===== src/rtl/scroll_window_reader_pkg.sv =====
// Shared definitions for the scroll path: FSM state encodings, the default
// blank character code and a constant-evaluable ceiling-log2 helper.
package scroll_window_reader_pkg;

  typedef enum logic [1:0] {
    S_EMPTY = 2'd0,
    S_LOAD  = 2'd1,
    S_RUN   = 2'd2,
    S_HOLD  = 2'd3
  } state_e;

  // Code shown on every digit while no message is loaded.
  localparam logic [4:0] BLANK_DEFAULT = 5'h1F;

  // Ceiling log2; returns 0 for values <= 1.
  function automatic int clog2(input int value);
    int r;
    r = 0;
    for (int i = 0; i < 32; i++) begin
      if ((1 << r) < value) r = r + 1;
    end
    return r;
  endfunction

endpackage


===== src/rtl/scroll_window_reader_prescaler.sv =====
// Free-running divide-by-TICK_DIV counter for the scroll blocks.
// Counts while en is high, emits a one-cycle tick on the terminal count and
// wraps to zero; clr forces the count to zero and suppresses the tick.
module scroll_prescaler
  import scroll_window_reader_pkg::*;
#(
  parameter int TICK_DIV = 25000000
) (
  input  logic clk,
  input  logic rst,
  input  logic en,
  input  logic clr,
  output logic tick
);

  localparam int CNTW = clog2(TICK_DIV);

  logic [CNTW-1:0] cnt_q;
  logic [CNTW-1:0] cnt_d;

  assign tick = en && !clr && (cnt_q == CNTW'(TICK_DIV - 1));

  // Next count: clear wins, otherwise advance and wrap on the terminal count.
  always_comb begin
    cnt_d = cnt_q;
    if (clr) begin
      cnt_d = '0;
    end else if (en) begin
      cnt_d = tick ? '0 : cnt_q + CNTW'(1);
    end
  end

  // Count register.
  always_ff @(posedge clk or posedge rst) begin
    if (rst) cnt_q <= '0;
    else     cnt_q <= cnt_d;
  end

endmodule


===== src/rtl/scroll_window_reader.sv =====
// Scroll window reader: captures a message as a stream of character codes,
// then shows a WIN-digit window onto it that rotates one character every
// TICK_DIV clocks, wrapping circularly over the loaded length.
module scroll_window_reader
  import scroll_window_reader_pkg::*;
#(
  parameter int            CW       = 5,
  parameter int            MSG_LEN  = 16,
  parameter int            WIN      = 4,
  parameter int            TICK_DIV = 25000000,
  parameter logic [CW-1:0] BLANK    = CW'(BLANK_DEFAULT)
) (
  input  logic              in_CLK,
  input  logic              in_RST,
  input  logic              in_WR_EN,
  input  logic [CW-1:0]     in_WR_DATA,
  input  logic              in_WR_LAST,
  output logic              out_WR_READY,
  input  logic              in_PAUSE,
  input  logic              in_CLEAR,
  output logic [WIN*CW-1:0] out_WIN,
  output logic              out_STEP,
  output logic              out_ACTIVE
);

  localparam int LW = clog2(MSG_LEN + 1);
  localparam int PW = (clog2(MSG_LEN) < 1) ? 1 : clog2(MSG_LEN);
  // Wide enough for ptr + k before wrapping.
  localparam int IW = clog2(MSG_LEN + WIN);

  state_e        state_q, state_d;
  logic [LW-1:0] len_q, len_d;
  logic [PW-1:0] ptr_q, ptr_d;
  logic          step_q, step_d;
  logic [CW-1:0] msg_q [MSG_LEN];
  logic [CW-1:0] msg_d [MSG_LEN];

  logic          pre_en;
  logic          pre_clr;
  logic          tick;

  assign out_WR_READY = (state_q == S_EMPTY) || (state_q == S_LOAD);
  assign out_ACTIVE   = (state_q == S_RUN)   || (state_q == S_HOLD);
  assign out_STEP     = step_q;

  // The pause level gates the prescaler directly, so the count freezes in
  // the cycle pause rises and resumes in the cycle it falls.
  assign pre_en = out_ACTIVE && !in_PAUSE && !in_CLEAR;

  scroll_prescaler #(
    .TICK_DIV (TICK_DIV)
  ) u_prescaler (
    .clk  (in_CLK),
    .rst  (in_RST),
    .en   (pre_en),
    .clr  (pre_clr),
    .tick (tick)
  );

  // FSM next state, message length, scroll pointer and buffer writes.
  always_comb begin
    state_d = state_q;
    len_d   = len_q;
    ptr_d   = ptr_q;
    step_d  = tick;
    pre_clr = 1'b0;
    msg_d   = msg_q;
    if (in_CLEAR) begin
      // Buffer contents are kept; the window blanks because of the state.
      state_d = S_EMPTY;
      len_d   = '0;
      ptr_d   = '0;
      pre_clr = 1'b1;
    end else begin
      case (state_q)
        S_EMPTY, S_LOAD: begin
          // len is 0 in EMPTY, so the same path writes slot 0 there.
          if (in_WR_EN) begin
            msg_d[len_q[PW-1:0]] = in_WR_DATA;
            len_d = len_q + LW'(1);
            if (in_WR_LAST || (len_d == LW'(MSG_LEN))) begin
              state_d = S_RUN;
              ptr_d   = '0;
              pre_clr = 1'b1;
            end else begin
              state_d = S_LOAD;
            end
          end
        end
        S_RUN, S_HOLD: begin
          state_d = in_PAUSE ? S_HOLD : S_RUN;
          if (tick) begin
            if ((LW'(ptr_q) + LW'(1)) == len_q) ptr_d = '0;
            else                                ptr_d = ptr_q + PW'(1);
          end
        end
        default: state_d = S_EMPTY;
      endcase
    end
  end

  // Control registers.
  always_ff @(posedge in_CLK or posedge in_RST) begin
    if (in_RST) begin
      state_q <= S_EMPTY;
      len_q   <= '0;
      ptr_q   <= '0;
      step_q  <= 1'b0;
    end else begin
      state_q <= state_d;
      len_q   <= len_d;
      ptr_q   <= ptr_d;
      step_q  <= step_d;
    end
  end

  // Message buffer; every slot returns to BLANK on reset.
  always_ff @(posedge in_CLK or posedge in_RST) begin
    if (in_RST) begin
      for (int i = 0; i < MSG_LEN; i++) msg_q[i] <= BLANK;
    end else begin
      msg_q <= msg_d;
    end
  end

  // One window digit per generate slice: (ptr + k) mod len by repeated
  // compare-and-subtract, which also covers messages shorter than WIN.
  for (genvar gi = 0; gi < WIN; gi++) begin : g_digit
    logic [IW-1:0] idx;

    // Reduce ptr + k into the loaded length.
    always_comb begin
      idx = IW'(ptr_q) + IW'(gi);
      for (int i = 0; i < WIN; i++) begin
        if (idx >= IW'(len_q)) idx = idx - IW'(len_q);
      end
    end

    assign out_WIN[gi*CW +: CW] = out_ACTIVE ? msg_q[idx[PW-1:0]] : BLANK;
  end

endmodule

===== config.mk =====
export PLATFORM = sky130hd
export DESIGN_NAME = scroll_window_reader
export DESIGN_NICKNAME = d
export VERILOG_FILES = /design/src/rtl/scroll_window_reader_pkg.sv /design/src/rtl/scroll_window_reader_prescaler.sv /design/src/rtl/scroll_window_reader.sv
export SDC_FILE = /design/constraint.sdc
export NUM_CORES = 1
export LEC_CHECK = 0
export CORE_MARGIN = 2
export CORE_UTILIZATION = 35
export CTS_CLUSTER_SIZE = 10
export DETAILED_ROUTE_END_ITERATION = 8
export GPL_ROUTABILITY_DRIVEN = 1
export PLACE_DENSITY_LB_ADDON = 0.2
export SYNTH_ARGS = -nofsm -noshare
export SYNTH_HDL_FRONTEND = slang
export SYNTH_HIERARCHICAL = 1
export SYNTH_SLANG_ARGS = --single-unit

===== constraint.sdc =====
create_clock -name in_CLK -period 11 [get_ports in_CLK]
set_input_delay 1.65 -clock in_CLK [delete_from_list [all_inputs] [get_ports in_CLK]]
set_output_delay 1.65 -clock in_CLK [all_outputs]
set_load 0.02 [all_outputs]

==> run_1/layer_met4.png <==
Scale: 2 px per µm. Supply wires on this layer in gray.
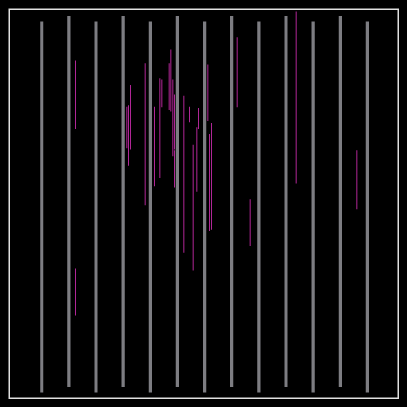
share of all routed wire: 2.3%
nets with wire on the layer: 22
wire length on this layer: 943 µm

==> run_1/cell_density.png <==
Scale: 2 px per µm. The die is cut into 19 by 19 equal tiles; dark blue is low, red is high, 0 to 100% covered.
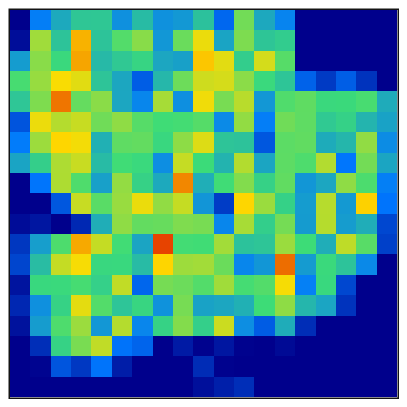
fullest tile: 92%
emptiest ninth of the die: bottom right
tiles over 75% full: 3.3%

==> run_1/congestion.png <==
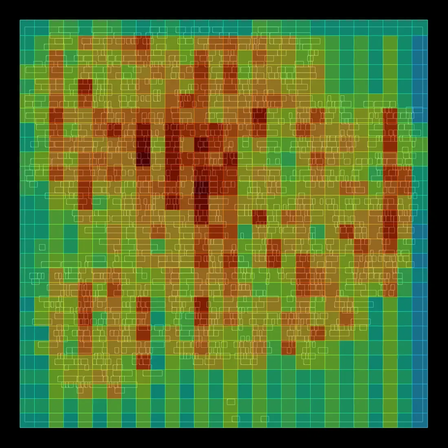
Util after Layout: 40.50%
M3 GR Usage: 2.818%
drt wl/cell: 21.17 µm
GR Util met2: 34.21%

==> run_1/io_fan.png <==
Scale: 1.5 px per µm.
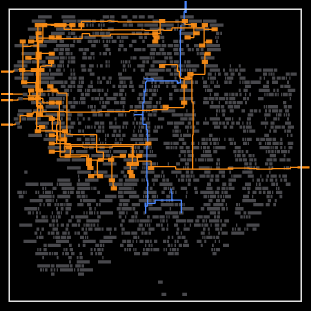
[orange] in_WR_DATA | bits: 5 | direction: input | edge: 4 left, 1 right | end cells: 80 | buffers: 5 | wire: 1650 µm
[blue] out_WR_READY | bits: 1 | direction: output | edge: top | end cells: 1 | buffers: 1 | wire: 228 µm

==> out/qor.yml, run 1 <==
timing:
  min_period_over_period_pct: 95.58
  fin_worst_hold_slack_ns: 0.5487
  finalSetupViolations: 0
  slew_headroom_pct: 32.16
  fmax_mhz: 95.11
  finClkSkew_ns: 0.01058
  post-route-min-period_ns: 10.51
synth:
  dominantRegCellSynth: "dfstp_2"
  yosys-mux-area-fraction_pct: 19.78
  synth-edff-count: 0
  ys_sh_xor_pct: 3.129
  avgSynthCellArea_um2: 8.869
  top_cells_by_area: "dfstp_2 (17%), mux2i_1 (9.1%), mux2_2 (9.0%)"
  syn-cell-area_um2: 12590
  ys.flops: 116
critical_path:
  end_kind: "output pin"
  worstSetupPathType: "reg -> out"
  path_max_fanout: 8
  cp.required_ns: 9.35
  r2r_slack_ns: 7.00
  critical_path.startpoint: "ptr_q[1]"
  slowest_stage: "clkdlybuf4s50_1"
  regToRegEndpoint: "ptr_q[2]"
  cp_common_cell: "ha_1"
outcome:
  outcome: "finished, final reports clean"
drt:
  firstDrtPassIters: 5
  routed_wirelength_mm: 40.83
  drc: 0
  vias_per_cell: 5.878
job:
  warning_count: 34
  maxCapViolCount: 0
grt:
  grt_max_degree: 73
  grt_pass1_vias: 11110
  grt_first_pass_wirelength_mm: 64.34
  grt.busiest_layer: "met2"
min_path:
  hp-start: "u_prescaler/cnt_q[0]"
  whs_path_depth: 1
final_layout:
  mostFrequentLayoutCells: "nand2_1 (161), mux2i_1 (112), mux2_2 (100)"
  layout_top_cell: "nand2_1"
clock_network:
  postCtsHoldBufs: 0
  cts_root_buf: "clkbuf_16"
  cts_tree: "built"
  htreeDepth: 4
placed_design:
  gp_congestion: 0.9364
  port_buffers: 33
die:
  dieWidth_um: 193.7
  coreArea_um2: 35480
run 1: area by class of cell:
cell class	instances	area, µm²
clock buffer	18	450.4
clock inverter	14	127.6
fill	3535	21110
inverter	53	203.9
multi-input combinational	1189	9248
sequential	116	3005
tap	461	576.8
timing repair buffer	78	759.5
run 1: registers in the layout (all words and copies together) (netlist names):
| name | cells |
|---|---|
| msg_q | 80 |
| state_q | 1 |
| u_prescaler/cnt_q | 25 |
| out_STEP | 1 |
| ptr_q | 4 |
| len_q | 5 |
run 1: metrics by stage:
stage                     instance area, µm²  worst slack, ns  instances
after floorplan                        12590           0.9251       1420
after global routing                   14370         0.006531       1929
after global placement                 13570           0.6261       1890
after detailed placement               13570           0.4017       1890
final                                  14370           0.4862       1929
after CTS                              14150          0.04212       1923
run 1: what timing repair did:
action | 4_1_cts | 5_1_grt
resized | 0 | 40
gates cloned | 0 | 1
pin swaps | 0 | 1
buffers inserted | 1 | 5
setup endpoints to repair | 1 | 20
run 1: worst max-delay path: cells and delay by family (launching register included):
kind / cells / cell delay [ns]
AOI/OAI and AO/OA: 15 / 3.84
adders and majority gates: 5 / 1.76
buffers and inverters: 4 / 1.21
and+or+nand+nor: 5 / 0.74
DFF: 1 / 0.47
muxes: 1 / 0.41
run 1: cell usage after synthesis (all sizes together) (25+ instances only):
library cell	n
nand3	36
ha	86
a21oi	100
a21o	35
dfstp	80
nor2	78
nor3	28
nand2	161
o21ai	64
nor2b	25
mux2	107
xnor2	28
mux2i	116
buf	26
clkbuf	37
dfrtp	36
inv	52
run 1: layer usage:
layer  vias to the layer above  wire length [µm]
li1                       5404                 -
met1                      5535             19450
met2                       338             18270
met3                        61              2167
met4                         0               942
met5                         -                 0
==> inputs of run 2 (changes only) <==
--- a/config.mk
+++ b/config.mk
@@ -13,5 +13,4 @@
 export PLACE_DENSITY_LB_ADDON = 0.2
 export SYNTH_ARGS = -nofsm -noshare
 export SYNTH_HDL_FRONTEND = slang
-export SYNTH_HIERARCHICAL = 1
 export SYNTH_SLANG_ARGS = --single-unit
==> run_2/layer_met4.png <==
Scale: 2 px per µm. Supply wires on this layer in gray.
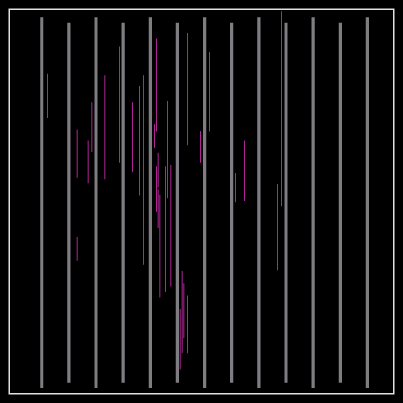
longest straight run: 97.2 µm
nets with wire on the layer: 28
wire length on this layer: 1160 µm
share of all routed wire: 2.9%
main direction: vertical

==> run_2/cell_density.png <==
Scale: 2 px per µm. The die is cut into 19 by 19 equal tiles; dark blue is low, red is high, 0 to 100% covered.
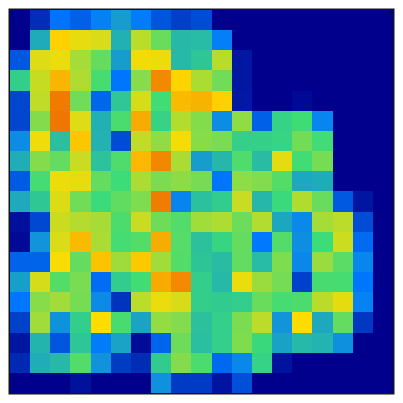
emptiest ninth of the die: top right
mean over tiles: 37%
nearly empty tiles: 22%

==> out/qor.yml, run 2 <==
critical_path:
  worstSetupPathType: "reg -> out"
  path_delay_family: "AND-OR/OR-AND gates"
  slowest_stage: "clkdlybuf4s50_1"
  cp_num_buf_inv: 5  # +1
  cp_common_cell: "ha_1"
  cp.required_ns: 9.35  # about the same
  path_max_fanout: 16  # +8
  end_kind: "output pin"
die:
  coreArea_um2: 34540  # -2.6%
  die_h_um: 191.5
  dieArea_um2: 36680
  dieWidth_um: 191.5  # -1.1%
clock_network:
  postCtsHoldBufs: 0  # unchanged
  cts_root_buf: "clkbuf_16"
  cts_tree: "built"
  htreeDepth: 4  # unchanged
grt:
  use_met2_pct: 35.63  # +1.4 points
  grt_max_degree: 78  # +6.8%
  grt_first_pass_wirelength_mm: 60.61  # -5.8%
final_layout:
  largest_register_ffs: 80  # unchanged
  largest-register: "msg_q"
  utilization_pct: 41.22  # +0.71 points
  final_area_um2: 14240  # -0.93%
  layout_top_cell: "nand2_1"
  regArea_um2: 3005  # unchanged
  mostFrequentLayoutCells: "nand2_1 (125), a21oi_1 (110), mux2_2 (104)"
  reg.largest.list: "msg_q x80, u_prescaler.cnt_q x25, len_q x5"
  final_cells: 1897  # -1.7%
  final.fill_count: 3441  # -2.7%
synth:
  synth-edff-count: 0  # unchanged
  avgSynthCellArea_um2: 8.892  # +0.26%
  dominantRegCellSynth: "dfstp_2"
  ys.flops: 116  # unchanged
  netlist_instances: 1384
  netlist_top_cells_count: "nand2_1 (126), a21oi_1 (112), mux2_2 (104)"
  syn-cell-area_um2: 12310  # -2.3%
drt:
  wirelength_met1_mm: 17.61  # -9.5%
  drc: 0  # unchanged
  vias_per_cell: 5.824  # -0.91%
  highest_layer: "met4"
  dr_wl_met2_mm: 18.53  # +1.5%
  firstDrtPassIters: 5  # unchanged
  routed_wirelength_mm: 39.14  # -4.1%
  wl_met3_mm: 1.837  # -15%
placed_design:
  port_buffers: 33  # unchanged
  gp_congestion: 0.9010  # -3.8%
  dp_slack_ns: 0.1378  # -0.2639 ns
  dp_cells: 1842  # -2.5%
  place_area_um2: 13170  # -3.0%
timing:
  fin_worst_hold_slack_ns: 0.4786  # -0.07008 ns
  slew_headroom_pct: 24.79  # -7.4 points
  finalSetupViolations: 0  # unchanged
  finClkSkew_ns: 0.009405  # -0.001177 ns
  post-route-min-period_ns: 10.52  # +0.002174 ns
  fin_ws_ns: 0.4840  # -0.002174 ns
  min_period_over_period_pct: 95.60  # about the same
job:
  warning_count: 34  # unchanged
  maxCapViolCount: 0  # unchanged
outcome:
  outcome: "finished, final reports clean"
==> run_2/congestion.png <==
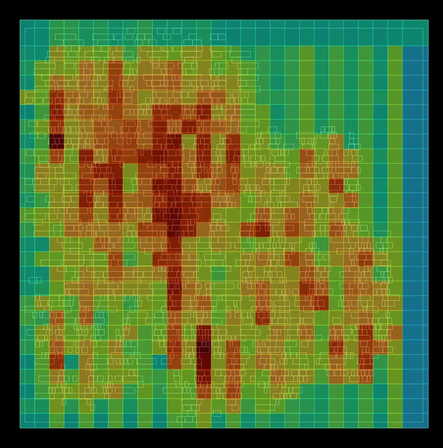
M3 GR Usage: 2.791%
GR peak layer: met2

run 2: logic make-up after synthesis:
group | after synthesis | share of synthesized area (%)
AOI/OAI and AO/OA | 410 | 22.13
and+or+nand+nor | 389 | 15.43
muxes | 208 | 19.26
DFF | 116 | 24.40
buffers and inverters | 113 | 4.158
adders and majority gates | 102 | 11.35
xor gates and xnor gates | 46 | 3.274
run 2: worst paths after layout:
path / slack [ns] / depth (start not counted) / startpoint / endpoint
max in group asynchronous: 8.10 / 3 / in_RST / msg_q[78]
min: 0.48 / 1 / u_prescaler.cnt_q[24] / u_prescaler.cnt_q[24]
min in group asynchronous: 1.63 / 2 / in_RST / u_prescaler.cnt_q[12]
max: 0.48 / 35 / ptr_q[2] / out_WIN[11]
max reg2reg: 7.74 / 4 / state_q[1] / msg_q[61]
min reg2reg: 0.48 / 1 / u_prescaler.cnt_q[24] / u_prescaler.cnt_q[24]
run 2: repair_timing:
item,4_1_cts,5_1_grt
gates cloned,3,1
buffers inserted,2,17
pin swaps,0,4
gates resized,10,31
setup endpoints to repair,11,20
run 2: area by class of cell:
class	instances	share of cell area (%)
multi-input combinational	1158	63.42
sequential	116	21.11
timing repair buffer	83	5.572
tap	455	3.999
clock buffer	24	3.603
inverter	53	1.441
clock inverter	8	0.8524
run 2: worst reg2reg max path, delay by kind of cell (launching register included):
family | cells | cell delay [ns]
flops | 1 | 0.57
simple gates | 3 | 2.16
mux | 1 | 0.45
==> inputs of run 3 (changes only) <==
--- a/config.mk
+++ b/config.mk
@@ -5,8 +5,10 @@
 export SDC_FILE = /design/constraint.sdc
 export NUM_CORES = 1
 export LEC_CHECK = 0
+export CORE_ASPECT_RATIO = 0.6
 export CORE_MARGIN = 2
 export CORE_UTILIZATION = 35
+export CTS_CLUSTER_DIAMETER = 40
 export CTS_CLUSTER_SIZE = 10
 export DETAILED_ROUTE_END_ITERATION = 8
 export GPL_ROUTABILITY_DRIVEN = 1
==> run_3/cell_density.png <==
Scale: 2 px per µm. The die is cut into 25 by 15 equal tiles; dark blue is low, red is high, 0 to 100% covered.
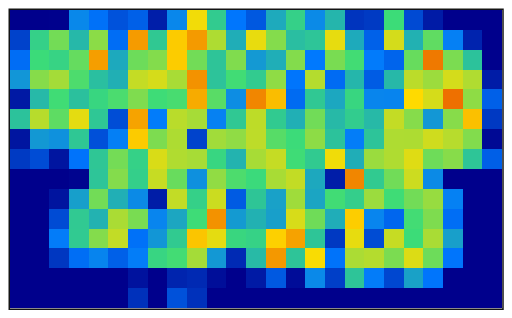
emptiest ninth of the die: bottom left
fullest tile: 87%
mean over tiles: 38%
nearly empty tiles: 17%
tiles over 75% full: 5.9%

==> run_3/congestion.png <==
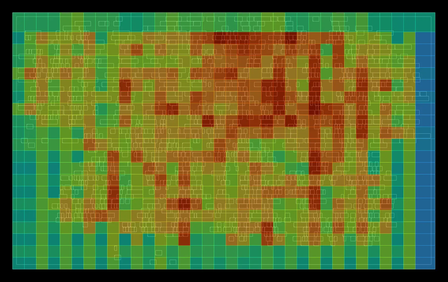
Util after Layout: 41.28%
GR peak layer: met1
met1 GRT Util: 37.45%

==> out/qor.yml, run 3 <==
outcome:
  outcome: "finished, final reports clean"
critical_path:
  rr_worst_depth: 4  # unchanged
  slowest_stage: "clkdlybuf4s50_1"
  cp.required_ns: 9.35  # about the same
  r2r_slack_ns: 7.82  # +0.08 ns
  cp_common_cell: "ha_1"
  end_kind: "output pin"
  path_max_fanout: 11  # -5
  r2r-start: "state_q[1]"
timing:
  fin_worst_hold_slack_ns: 0.4870  # +0.008392 ns
  min_period_over_period_pct: 96.45  # +0.85 points
  slew_headroom_pct: 28.11  # +3.3 points
min_path:
  hp-start: "u_prescaler.cnt_q[24]"
  whs_path_depth: 1  # unchanged
  hold_end: "u_prescaler.cnt_q[24]"
placed_design:
  gp_congestion: 0.9179  # +1.9%
synth:
  dominantRegCellSynth: "dfstp_2"
  netlist_instances: 1384  # unchanged
  synth-edff-count: 0  # unchanged
  syn-cell-area_um2: 12310  # unchanged
  ys.flops: 116  # unchanged
drt:
  routed_wirelength_mm: 42.30  # +8.1%
  drc: 0  # unchanged
  vias_per_cell: 5.821  # about the same
clock_network:
  htreeDepth: 4  # unchanged
  cts_setup_buffers: 0  # -2
  cts_tree: "built"
final_layout:
  regArea_um2: 3005  # unchanged
  final_area_um2: 14370  # +0.94%
  layout_top_cell: "nand2_1"
die:
  dieArea_um2: 36730  # +0.13%
  dieWidth_um: 246.1  # +28%
grt:
  grt_max_degree: 68  # -13%
  grt_first_pass_wirelength_mm: 63.60  # +4.9%
==> run_3/io_fan.png <==
Scale: 1.5 px per µm.
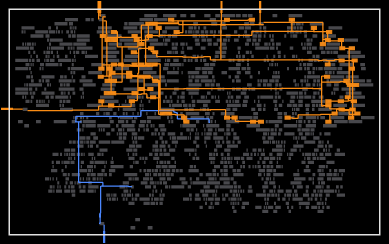
[orange] in_WR_DATA | bits: 5 | direction: input | edge: 4 top, 1 left | end cells: 80 | buffers: 5 | wire: 1660 µm
[blue] out_WR_READY | bits: 1 | direction: output | edge: bottom | end cells: 1 | buffers: 1 | wire: 221 µm

-- run 3: cell types whose count changed in the layout (fill, tap and decap cells not counted), moves of 3 or more --
cell,delta
inv_6,+4
dlymetal6s2s_1,+4
clkinv_4,+3
buf_4,+9
clkbuf_8,-4
clkdlybuf4s50_1,-4
-- run 3: how the worst max path moves through the flow --
stage,cells after the start,to,startpoint,slack [ns]
finish,34,out_WIN[11],ptr_q[2],0.39
global route,31,out_WIN[15],ptr_q[1],-0.03
CTS,31,out_WIN[8],ptr_q[1],0.01
detailed placement,32,out_WIN[15],ptr_q[0],-0.16
global placement,32,out_WIN[18],ptr_q[0],-0.1
floorplan,32,out_WIN[13],len_q[1],1.24
-- run 3: area by class of cell --
type,instances,area share [%]
multi-input combinational,1157,62.66
sequential,116,20.91
timing repair buffer,94,6.434
tap,467,4.066
clock buffer,17,2.960
clock inverter,15,1.515
inverter,53,1.454
-- run 3: critical path: cells and delay by family (launching register included) --
family,cells,cell delay [ns]
AND-OR/OR-AND,16,3.61
XOR/XNOR,1,0.16
adder cells (fa/ha/maj),5,1.48
buffers and inverters,4,1.03
flip-flops,1,0.57
AND/OR/NAND/NOR,8,1.66
-- run 3: per-layer routing --
| layer | part of all wire, % | global-route usage (%) | wire, µm |
|---|---|---|---|
| met1 | 53 | 37.45 | 22530 |
| met2 | 38 | 29.73 | 16080 |
| met3 | 8.2 | 5.541 | 3452 |
| met4 | 0.56 | 3.061 | 239 |
| met5 | 0 | 0 | 0 |
-- run 3: cells by family after synthesis --
family	after synthesis	synth area share [%]
buffers and inverters	113	4.158
adder cells (fa/ha/maj)	102	11.35
XOR/XNOR	46	3.274
AND/OR/NAND/NOR	389	15.43
multiplexers	208	19.26
flip-flops	116	24.40
AND-OR/OR-AND	410	22.13
